==> config.mk <==
export PLATFORM = sky130hd
export DESIGN_NAME = spi_slave_regbank
export DESIGN_NICKNAME = d
export VERILOG_FILES = /design/src/rtl/spi_slave_pkg.sv /design/src/rtl/spi_reg_bank.sv /design/src/rtl/spi_slave_regbank.sv
export SDC_FILE = /design/constraint.sdc
export NUM_CORES = 1
export LEC_CHECK = 0
export CAP_MARGIN = 5
export CORE_MARGIN = 4
export CORE_UTILIZATION = 57
export DETAILED_ROUTE_END_ITERATION = 8
export GPL_ROUTABILITY_DRIVEN = 0
export GPL_TIMING_DRIVEN = 0
export PLACE_DENSITY = 0.85
export SETUP_SLACK_MARGIN = 0.3
export SLEW_MARGIN = 15
export SYNTH_ARGS = -nofsm -noshare
export SYNTH_HDL_FRONTEND = slang
export SYNTH_SLANG_ARGS = --single-unit
==> constraint.sdc <==
create_clock -name sclk -period 3.8 [get_ports sclk]
set_input_delay 1.14 -clock sclk [delete_from_list [all_inputs] [get_ports sclk]]
set_output_delay 1.14 -clock sclk [all_outputs]
set_load 0.02 [all_outputs]
**Run 1: metal 3**

(4 px per um) Cells faint in the background.
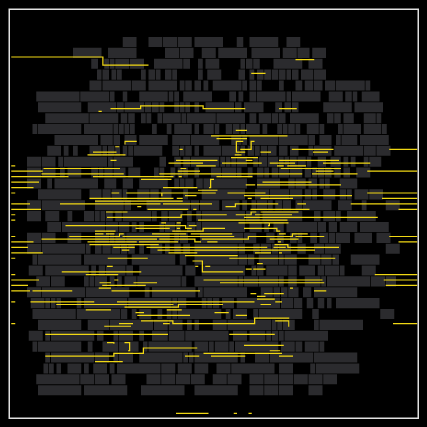
main direction: horizontal
nets with wire on the layer: 150
share of all routed wire: 12%
wire length on this layer: 1870 um
count of vias placed by the detailed router: 4632
Detailed Route WL: 15.1 mm
GRT met3 Usage: 6.08%

**Run 1: the clock network**

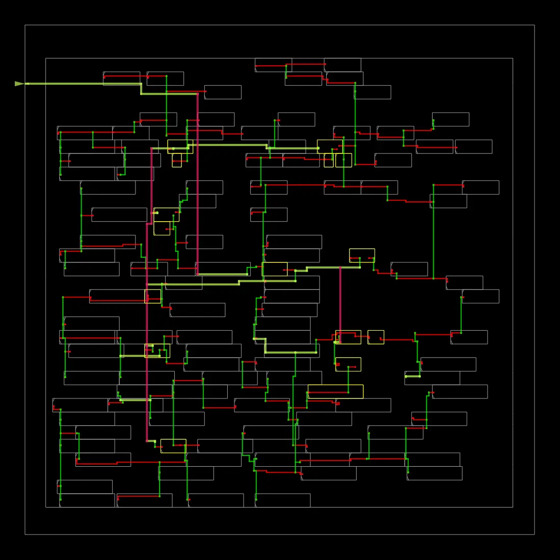
Clock buffer cells: 9
number of clock sinks seen by CTS: 105
number of sequential cells: 105

**Run 1: cell classes on the final placement**

(3 px per um)
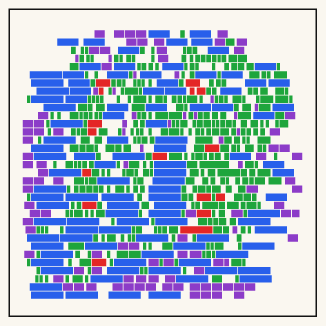
[blue] sequential cells | cells: 105 | share of their area: 45%
[green] remaining logic cells | cells: 373 | share of their area: 35%
[red] clock drivers and dummy loads | cells: 16 | share of their area: 3.3%
[purple] remaining buffers and delay cells | cells: 110 | share of their area: 16%
standard-cell row count: 33
core area: 8380 um^2

==> results_tabular.tex, run 1 <==
% Auto-generated results table
\begin{tabular}{lr}
\hline
Metric & Value \\
\hline
\multicolumn{2}{l}{\textbf{Outcome}} \\
\quad Status & completed \\
\multicolumn{2}{l}{\textbf{CTS}} \\
\quad Count of buffers added by post-CTS timing repair for setup & 0 \\
\quad Total number of H-tree levels & 3 \\
\quad Reg clk slew, reported paths & 0.10 ns \\
\quad TritonCTS clock tree & built \\
\quad Resized Gates After CTS & 0 \\
\quad Cell at the root of the clock tree & sky130\_fd\_sc\_hd\_\_clkbuf\_8 \\
\quad Clk\_lat worst skew & 0.38 ns \\
\multicolumn{2}{l}{\textbf{Yosys}} \\
\quad Synthesis-stage register bit count & 105 \\
\quad Area share of the leading cell type in the synthesized netlist & 38.3\% \\
\quad Syn Inst Count & 504 \\
\quad Synthesis area per yosys & 5020 um\^{}2 \\
\quad Yosys xor share & 0.872\% \\
\quad Cell accounting for the most synthesized area & sky130\_fd\_sc\_hd\_\_edfxtp\_1 \\
\quad And-or/or-and share of the synthesized area & 16.7\% \\
\quad Simple Share, Synth & 18.5\% \\
\quad Library cells used by synthesis & 69 \\
\quad Number of synthesis warnings & 0 \\
\quad Leading cell type by number of instances after synthesis & sky130\_fd\_sc\_hd\_\_nor2\_1 \\
\quad Mux frac, synth & 2.07\% \\
\quad Count of flip-flops with a built-in enable after synthesis & 64 \\
\multicolumn{2}{l}{\textbf{Worst setup path}} \\
\quad Cell seen most often among critical-path stages & sky130\_fd\_sc\_hd\_\_clkbuf\_1 \\
\quad Ordered cell list for the critical path & clkdlybuf4s50\_1, inv\_1, clkbuf\_1, clkbuf\_1, nand2\_1 \\
\quad Worst R2R Setup Slack & 0.93 ns \\
\quad Cell with the largest stage delay on the worst path & sky130\_fd\_sc\_hd\_\_clkdlybuf4s50\_1 \\
\quad Required time of the critical path & 3.82 ns \\
\quad Cells on worst reg2reg path & 8 \\
\quad Max incr delay on CP & 0.54 ns \\
\quad Worst path top cell family by delay & buffers and inverters \\
\multicolumn{2}{l}{\textbf{Timing}} \\
\quad Setup Skew & 0.0175 ns \\
\quad Unrepaired setup endpoints after global routing & false \\
\quad Final Hold Violation Tally & 0 \\
\quad Max Slew Vio Count & 0 \\
\quad Final critical-path required period & 3.07 ns \\
\quad Accumulated negative setup slack & 0 ns \\
\multicolumn{2}{l}{\textbf{Worst hold path}} \\
\quad Number of stages on the worst hold path & 2 \\
\multicolumn{2}{l}{\textbf{Job}} \\
\quad Number of warnings in the stage logs & 34 \\
\multicolumn{2}{l}{\textbf{Routing}} \\
\quad Number of DRC violations after detailed routing & 0 \\
\quad Vias per cell & 6.53 \\
\quad Initial detailed-routing violation count & 595 \\
\quad WL/cell & 21.2 um \\
\multicolumn{2}{l}{\textbf{Floorplan}} \\
\quad Number of I/O pins & 86 \\
\quad Die area & 10400 um\^{}2 \\
\multicolumn{2}{l}{\textbf{Pwr}} \\
\quad Internal portion of total power & 1.65 mW \\
\quad Power Dens Cells & 359 nW/um\^{}2 \\
\quad Power share of the combinational group & 10.8\% \\
\quad Cell leakage power & 2.13 nW \\
\quad Sequential fraction of design power & 56.9\% \\
\quad Clock power frac & 32.2\% \\
\quad Highest ir drop seen on vdd & 242 uV \\
\quad Sw power & 577 uW \\
\quad Tot Pwr & 2.23 mW \\
\multicolumn{2}{l}{\textbf{Layout}} \\
\quad Signed area change from the synthesized netlist to the final layout & 23.3\% \\
\quad Number of antenna diodes & 0 \\
\multicolumn{2}{l}{\textbf{Global route}} \\
\quad Largest net degree at the start of global routing & 19 \\
\quad Antenna violations before repair & 0 \\
\quad Number of global-route vias before repair & 4488 \\
\hline
\end{tabular}
[run 1: power by group through the flow]
stage | logic [mW] | registers (mW) | clock network (mW)
6_report | 0.241 | 1.27 | 0.717
5_1_grt | 0.252 | 1.27 | 0.767
3_3_place_gp | 0.232 | 1.29 | 0
2_1_floorplan | 0.0859 | 1.33 | 0
4_1_cts | 0.237 | 1.27 | 0.714
3_5_place_dp | 0.235 | 1.29 | 0
[run 1: cell type report]
type / instances / area, um^2
plain buffers: 26 / 135
clock buffers: 9 / 124
clock inverters: 7 / 75.1
fillers: 592 / 2190
inverters: 21 / 78.8
multi-input cells: 352 / 2060
flip-flops and latches: 105 / 2740
well taps: 105 / 131
repair buffers: 84 / 841
[run 1: through the flow]
step           cells  area (um^2)  worst slack (ns)  hold WS [ns]
2_1_floorplan    504         5020              1.16         0.441
3_3_place_gp     693         5990             0.423         0.447
3_5_place_dp     693         5990             0.393         0.449
4_1_cts          709         6190             0.785         0.463
5_1_grt          709         6190             0.629         0.483
6_report         709         6190             0.726         0.466
[run 1: placed cells by master, fill, tap and decap left out, drive strengths merged, types with 3 or more instances in the layout]
cell,count
a2111oi,4
a211oi,3
a21o,4
a21oi,40
a221oi,4
a22o,3
a22oi,5
a311oi,3
a31oi,9
buf,14
clkbuf,21
clkdlybuf4s50,84
dfxtp,41
edfxtp,64
ha,12
inv,24
mux2,3
mux2i,7
nand2,71
nand3,19
nor2,77
nor2b,7
nor3,8
o2111ai,3
o211ai,3
o21ai,20
o221ai,3
xnor2,3
[run 1: layer usage]
layer / vias up / track usage, % / part of all wire (%)
met3: 57 / 6.08 / 12
li1: 2005 / - / -
met5: - / 0 / 0
met1: 2204 / 39.6 / 37
met4: 0 / 11.8 / 3.4
met2: 366 / 48.2 / 48
**Run 1: clock network drawn from the DEF**

(4 px per um)
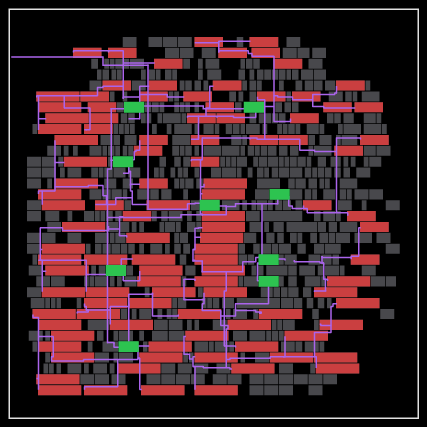

## Run 2: what changed since run 1
Settings changed: CORE_UTILIZATION 57 to 53, PLACE_DENSITY 0.85 to 0.8.
Clock period 3.8 ns to 3.1 ns, I/O delays scaled along.
**Run 2: clock network drawn from the DEF**

(4 px per um)
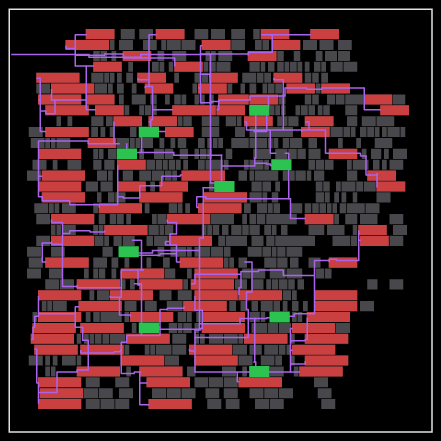
[red] flip-flops | count: 105
[purple] clock wires | length: 1230 um
[green] clock-net drivers | count: 9
flops lie: spread over the die
routed clock nets: 10
power of the clock network: 897 uW
Setup Skew: 0.0171 ns

==> results_tabular.tex, run 2 <==
% Auto-generated results table
\begin{tabular}{lr}
\hline
Metric & Value \\
\hline
\multicolumn{2}{l}{\textbf{Worst setup path}} \\
\quad Ordered cell list for the critical path & ha\_1, and3b\_1, clkbuf\_1, and3\_1, clkbuf\_1, nand3\_1, nand2\_2 \\
\quad Cell seen most often among critical-path stages & sky130\_fd\_sc\_hd\_\_clkbuf\_1 \\
\quad Max incr delay on CP & 0.43 ns \\
\quad Required time of the critical path & 3.16 ns \\
\quad Worst path top cell family by delay & simple AND/OR/NAND/NOR gates \\
\quad Cells on worst reg2reg path & 7 \\
\quad Worst R2R Setup Slack & 0.32 ns \\
\multicolumn{2}{l}{\textbf{Timing}} \\
\quad Unrepaired setup endpoints after global routing & true \\
\quad Final Hold Violation Tally & 0 \\
\quad Final critical-path required period & 2.78 ns \\
\quad Max Slew Vio Count & 0 \\
\quad Transition time at the pin with the least slew margin & 0.807 ns \\
\quad Worst Slack Setup Final & 0.324 ns \\
\multicolumn{2}{l}{\textbf{Global route}} \\
\quad Number of global-route vias before repair & 4442 \\
\quad Largest net degree at the start of global routing & 20 \\
\quad Antenna violations before repair & 0 \\
\multicolumn{2}{l}{\textbf{Floorplan}} \\
\quad Number of I/O pins & 86 \\
\quad Die area & 11100 um\^{}2 \\
\quad Core area & 9240 um\^{}2 \\
\quad Standard-cell row count & 35 \\
\multicolumn{2}{l}{\textbf{Pwr}} \\
\quad Power Dens Cells & 439 nW/um\^{}2 \\
\quad Tot Pwr & 2.75 mW \\
\quad Cell leakage power & 2.15 nW \\
\quad Highest ir drop seen on vdd & 283 uV \\
\multicolumn{2}{l}{\textbf{Routing}} \\
\quad DR pass1 iterations & 6 \\
\quad Number of DRC violations after detailed routing & 0 \\
\quad Detailed Route WL & 15.1 mm \\
\quad WL/cell & 20.6 um \\
\quad Count of vias placed by the detailed router & 4503 \\
\quad Vias per cell & 6.14 \\
\quad Initial detailed-routing violation count & 411 \\
\multicolumn{2}{l}{\textbf{Layout}} \\
\quad Layout fillers & 719 \\
\quad Signed area change from the synthesized netlist to the final layout & 24.8\% \\
\quad Number of antenna diodes & 0 \\
\quad Top logic cells by instance count in the layout & sky130\_fd\_sc\_hd\_\_clkdlybuf4s50\_1, sky130\_fd\_sc\_hd\_\_nor2\_1, sky130\_fd\_sc\_hd\_\_nand2\_1, sky130\_fd\_sc\_hd\_\_edfxtp\_1 \\
\multicolumn{2}{l}{\textbf{Yosys}} \\
\quad Area share of the leading cell type in the synthesized netlist & 38.3\% \\
\quad Count of flip-flops with a built-in enable after synthesis & 64 \\
\quad Syn Inst Count & 504 \\
\quad Synthesis-stage register bit count & 105 \\
\quad Cell accounting for the most synthesized area & sky130\_fd\_sc\_hd\_\_edfxtp\_1 \\
\quad Library cells used by synthesis & 69 \\
\quad Number of synthesis warnings & 0 \\
\quad Leading cell type by number of instances after synthesis & sky130\_fd\_sc\_hd\_\_nor2\_1 \\
\quad Synthesis area per yosys & 5020 um\^{}2 \\
\multicolumn{2}{l}{\textbf{Placed design}} \\
\quad Worst setup slack after placement & -0.0933 ns \\
\multicolumn{2}{l}{\textbf{CTS}} \\
\quad Number of clock sinks seen by CTS & 105 \\
\quad Cell at the root of the clock tree & sky130\_fd\_sc\_hd\_\_clkbuf\_8 \\
\quad TritonCTS clock tree & built \\
\quad Total number of H-tree levels & 3 \\
\quad Count of buffers added by post-CTS timing repair for setup & 0 \\
\quad Reg clk slew, reported paths & 0.10 ns \\
\quad Clk\_lat worst skew & 0.38 ns \\
\multicolumn{2}{l}{\textbf{Outcome}} \\
\quad Status & completed \\
\multicolumn{2}{l}{\textbf{Job}} \\
\quad Max-cap violation count & 0 \\
\quad Number of warnings in the stage logs & 36 \\
\multicolumn{2}{l}{\textbf{Worst hold path}} \\
\quad Number of stages on the worst hold path & 2 \\
\hline
\end{tabular}
-- run 2: cell count changes in the layout (fill, tap and decap cells not counted), sizes merged --
cell,before,now
clkbuf,21,22
clkinv,1,2
clkinvlp,2,0
-- run 2: logic make-up after synthesis --
logic type,Yosys count,share of synthesized area (%)
DFF,105,54.6
AOI/OAI and AO/OA,121,16.7
and+or+nand+nor,204,18.5
muxes,10,2.07
xor gates and xnor gates,5,0.873
adders and majority gates,12,2.99
buffers and inverters,47,4.26
-- run 2: layer usage --
| metal | vias to the layer above | routed length, um | global-route usage (%) |
|---|---|---|---|
| met5 | - | 0 | 0 |
| met1 | 2160 | 5820 | 34.0 |
| li1 | 2010 | - | - |
| met4 | 0 | 613 | 11.2 |
| met3 | 61 | 1290 | 6.74 |
| met2 | 272 | 7380 | 45.9 |
-- run 2: area by class of cell --
class,instances,area [um^2],share of cell area [%]
plain buffers,26,138,2.20
flip-flops and latches,105,2740,43.8
inverters,21,78.8,1.26
well taps,129,161,2.58
multi-input cells,352,2100,33.5
repair buffers,84,841,13.4
clock buffers,10,128,2.04
clock inverters,6,73.8,1.18
-- run 2: power by group --
part | leakage (nW) | total [mW] | internal (mW) | switching [mW]
logic | 1.09 | 0.299 | 0.122 | 0.177
clock network | 0.103 | 0.897 | 0.387 | 0.511
registers | 0.950 | 1.55 | 1.52 | 0.0332
-- run 2: what timing repair did --
item / in CTS / in global routing
gates resized: 1 / 15
endpoints found under the hold margin: 0 / 0
setup endpoints to repair: 6 / 62
-- run 2: metrics by stage --
stage,hold slack [ns],utilization (%),instances,TNS [ns]
2_1_floorplan,0.441,-,504,0
3_3_place_gp,0.448,65.2,717,-1.22
3_5_place_dp,0.454,65.2,717,-2.50
4_1_cts,0.469,67.4,733,0
5_1_grt,0.489,67.8,733,0
6_report,0.464,67.8,733,0
Power and IR drop assume default switching activity.
